[config.mk]
export PLATFORM = sky130hd
export DESIGN_NAME = suma_bcd_serie
export DESIGN_NICKNAME = d
export VERILOG_FILES = /design/src/rtl/suma_bcd_serie.sv
export SDC_FILE = /design/constraint.sdc
export NUM_CORES = 1
export LEC_CHECK = 0
export CORE_AREA = 2 2 117 119
export CTS_CLUSTER_SIZE = 20
export DETAILED_ROUTE_END_ITERATION = 6
export DIE_AREA = 0 0 119 121
export PLACE_DENSITY = 0.49
export SYNTH_ARGS = -nofsm -noshare
export SYNTH_HDL_FRONTEND = slang
export SYNTH_SLANG_ARGS = --single-unit
[constraint.sdc]
create_clock -name clk -period 11.2 [get_ports clk]
set_clock_uncertainty 0.1 [all_clocks]
set_input_delay 1.12 -clock clk [delete_from_list [all_inputs] [get_ports clk]]
set_output_delay 1.12 -clock clk [all_outputs]
set_load 0.1 [all_outputs]
[src/rtl/suma_bcd_serie.sv]
// Serial BCD adder: captures two 4-digit BCD operands on an add request, sums one
// digit per cycle (units first) and presents a registered 5-digit result with a strobe.
module suma_bcd_serie (
  input  logic            clk,
  input  logic            rst,
  input  logic [3:0][3:0] numero_sv,
  input  logic [3:0][3:0] numero,
  input  logic            suma,
  output logic [4:0][3:0] resultado,
  output logic            valido,
  output logic            ocupado,
  output logic            error,
  output logic            rst_sv,
  output logic [1:0]      dbg_estado_o
);

  typedef enum logic [1:0] {
    IDLE = 2'd0,
    LOAD = 2'd1,
    ADD  = 2'd2,
    DONE = 2'd3
  } estado_t;

  estado_t         estado_q;
  logic [3:0][3:0] a_q;
  logic [3:0][3:0] b_q;
  logic [3:0][3:0] acc_q;
  logic            c_q;
  logic [1:0]      k_q;
  logic            err_op_q;
  logic [4:0][3:0] resultado_q;
  logic            valido_q;
  logic            ocupado_q;
  logic            error_q;
  logic            rst_sv_q;

  logic [4:0]      sum_d;
  logic [3:0]      digit_d;
  logic            carry_d;

  function automatic logic hay_no_bcd(input logic [3:0][3:0] x);
    logic r;
    r = 1'b0;
    for (int i = 0; i < 4; i++) begin
      if (x[i] > 4'd9) r = 1'b1;
    end
    return r;
  endfunction

  // Digit k of the running sum; s > 9 wraps to s - 10, i.e. the low nibble of s + 6.
  always_comb begin
    sum_d   = {1'b0, a_q[k_q]} + {1'b0, b_q[k_q]} + {4'b0000, c_q};
    digit_d = sum_d[3:0];
    carry_d = 1'b0;
    if (sum_d > 5'd9) begin
      digit_d = sum_d[3:0] + 4'd6;
      carry_d = 1'b1;
    end
  end

  always_ff @(posedge clk) begin
    if (rst) begin
      estado_q    <= IDLE;
      a_q         <= '0;
      b_q         <= '0;
      acc_q       <= '0;
      c_q         <= 1'b0;
      k_q         <= 2'd0;
      err_op_q    <= 1'b0;
      resultado_q <= '0;
      valido_q    <= 1'b0;
      ocupado_q   <= 1'b0;
      error_q     <= 1'b0;
      rst_sv_q    <= 1'b0;
    end else begin
      valido_q <= 1'b0;
      rst_sv_q <= 1'b0;
      case (estado_q)
        IDLE: begin
          ocupado_q <= suma;
          if (suma) estado_q <= LOAD;
        end
        LOAD: begin
          a_q      <= numero_sv;
          b_q      <= numero;
          c_q      <= 1'b0;
          k_q      <= 2'd0;
          err_op_q <= hay_no_bcd(numero_sv) | hay_no_bcd(numero);
          estado_q <= ADD;
        end
        ADD: begin
          acc_q[k_q] <= digit_d;
          c_q        <= carry_d;
          k_q        <= k_q + 2'd1;
          if (k_q == 2'd3) estado_q <= DONE;
        end
        DONE: begin
          // ocupado stays high through the strobe cycle; IDLE decides whether it drops.
          resultado_q <= err_op_q ? '0 : {{3'b000, c_q}, acc_q};
          error_q     <= err_op_q;
          valido_q    <= 1'b1;
          rst_sv_q    <= 1'b1;
          estado_q    <= IDLE;
        end
        default: estado_q <= IDLE;
      endcase
    end
  end

  assign resultado    = resultado_q;
  assign valido       = valido_q;
  assign ocupado      = ocupado_q;
  assign error        = error_q;
  assign rst_sv       = rst_sv_q;
  assign dbg_estado_o = estado_q;

endmodule

### Routed metal, one color a layer

Drawn at 2 px/micron. Two of the layers only.
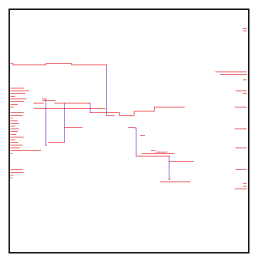
| layer | color | wire length |
|---|---|---|
| met4 | purple | 99.5 microns |
| met3 | red | 460 microns |

### M4 wires

Drawn at 3 px/micron.
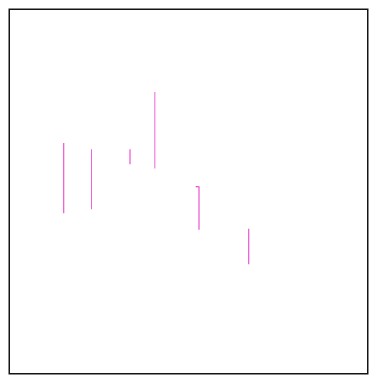
wire length on this layer: 99.5 microns
longest straight run: 25.2 microns
main direction: vertical
share of all routed wire: 1.3%

==> summary.txt <==
flow finished, numbers: leading cell category by total area multi-input combinational cells, Final Core Density between 30% and 40%, status finished, final reports clean, FP Rows ~42, largest net degree at the start of global routing around 79, Syn Inst Count between 300 and 400, FP Util ~25%, yosys cell count approximately 350, gr usage total 11.61%, clock slew seen by the registers of the worst setup and hold paths about 0.060 ns, Max VDD drop approximately 0.069 mV, Hold Path Origin acc_q[4]$_SDFFE_PP0P_, n_taps approximately 180, Final Cell Area between 0.004 and 0.005 sq mm, Hold WC Path Type reg2reg, clk sinks approximately 74, layout cell share with drive strength beyond 1 7.789%, Synth warnings 0, port bufs ~57, largest area contributor in the netlist dfxtp_1, average wire per standard cell between 10 and 15 microns, ys flop type dfxtp_1, area delta synth->final 29.19%, overall power 913.6 uW, tool warning count 33, Clock Path Buffers 2, Post-synth EDFFs 0, synthesized area per cell 9.557 sq um, Signal buffers roughly 60, fin crit period 3.878 ns, TNS Setup 0 ns, Worst Path Buf+Inv 1, Area leader share between 40 and 50%, cell breakdown of the critical path mux4_2 > fa_1 > fa_1 > inv_1 > ha_1 > a31oi_1 > a31oi_1 > mux2_2 > o31ai_1, drt pass-1 iters 4, Chip Area, Yosys around 0.0033 sq mm, Post-DP Area around 0.004 sq mm, highest-count logic cell in the final layout dfxtp_1, Largest delay share family, worst path adder cells, register bit total from synthesis 74, Crit path largest cell delay a little under 0.7 ns, die height around 120 microns, Root Driver clkbuf_16, # clk buffers 14, Resized cells post-CTS 0, count leader, synth dfxtp_1, nets 443, multi-input gates ~240, CTS tree yes
[where the power goes]
group	switching, mW	total [mW]	leakage, nW	internal [mW]
combinational	0.185	0.312	0.852	0.127
clock	0.104	0.271	0.143	0.167
sequential	0.0284	0.330	0.601	0.302
total	0.317	0.914	1.60	0.596
[per-layer routing]
metal	share of wire (%)	global-route usage, %
met3	5.8	4.088
met5	0	0
met1	45	14.37
met2	48	19.04
met4	1.2	3.423
[state kept, by name, indices dropped and copies added (netlist names)]
register / cells
rst_sv: 1
err_op_q: 1
acc_q: 16
dbg_estado_o: 2
c_q: 1
a_q: 16
b_q: 16
ocupado: 1
resultado: 17
error: 1
k_q: 2
[logic make-up after synthesis]
| kind of cell | synth area share (%) |
|---|---|
| fa+ha+maj | 6.095 |
| compound gates | 11.51 |
| flops | 44.54 |
| mux | 16.29 |
| other cells | 0.1128 |
| buf+inv | 4.402 |
| xor+xnor | 0.2634 |
| simple gates | 16.78 |
[final timing paths]
path                                 to  cells after the start
hold reg to reg   acc_q[4]$_SDFFE_PP0P_                      2
setup reg to reg  acc_q[2]$_SDFFE_PP0P_                      9
setup / recovery  acc_q[2]$_SDFFE_PP0P_                      9
hold / removal    acc_q[4]$_SDFFE_PP0P_                      2
[tightest hold or removal path, stage by stage, from the launching register on]
cell	delay, ns
dfxtp_1	0.31
nand2_1	0.05
a21oi_1	0.05
[stage by stage]
stage                     instances  hold WS [ns]  worst slack, ns
after CTS                       574        0.3593            7.322
after global routing            574        0.3761            7.031
after global placement          558        0.3467            7.488
after floorplan                 350        0.3367            7.516
after detailed placement        558        0.3510            7.336
final                           574        0.3556            7.322
Power and IR drop assume default switching activity.
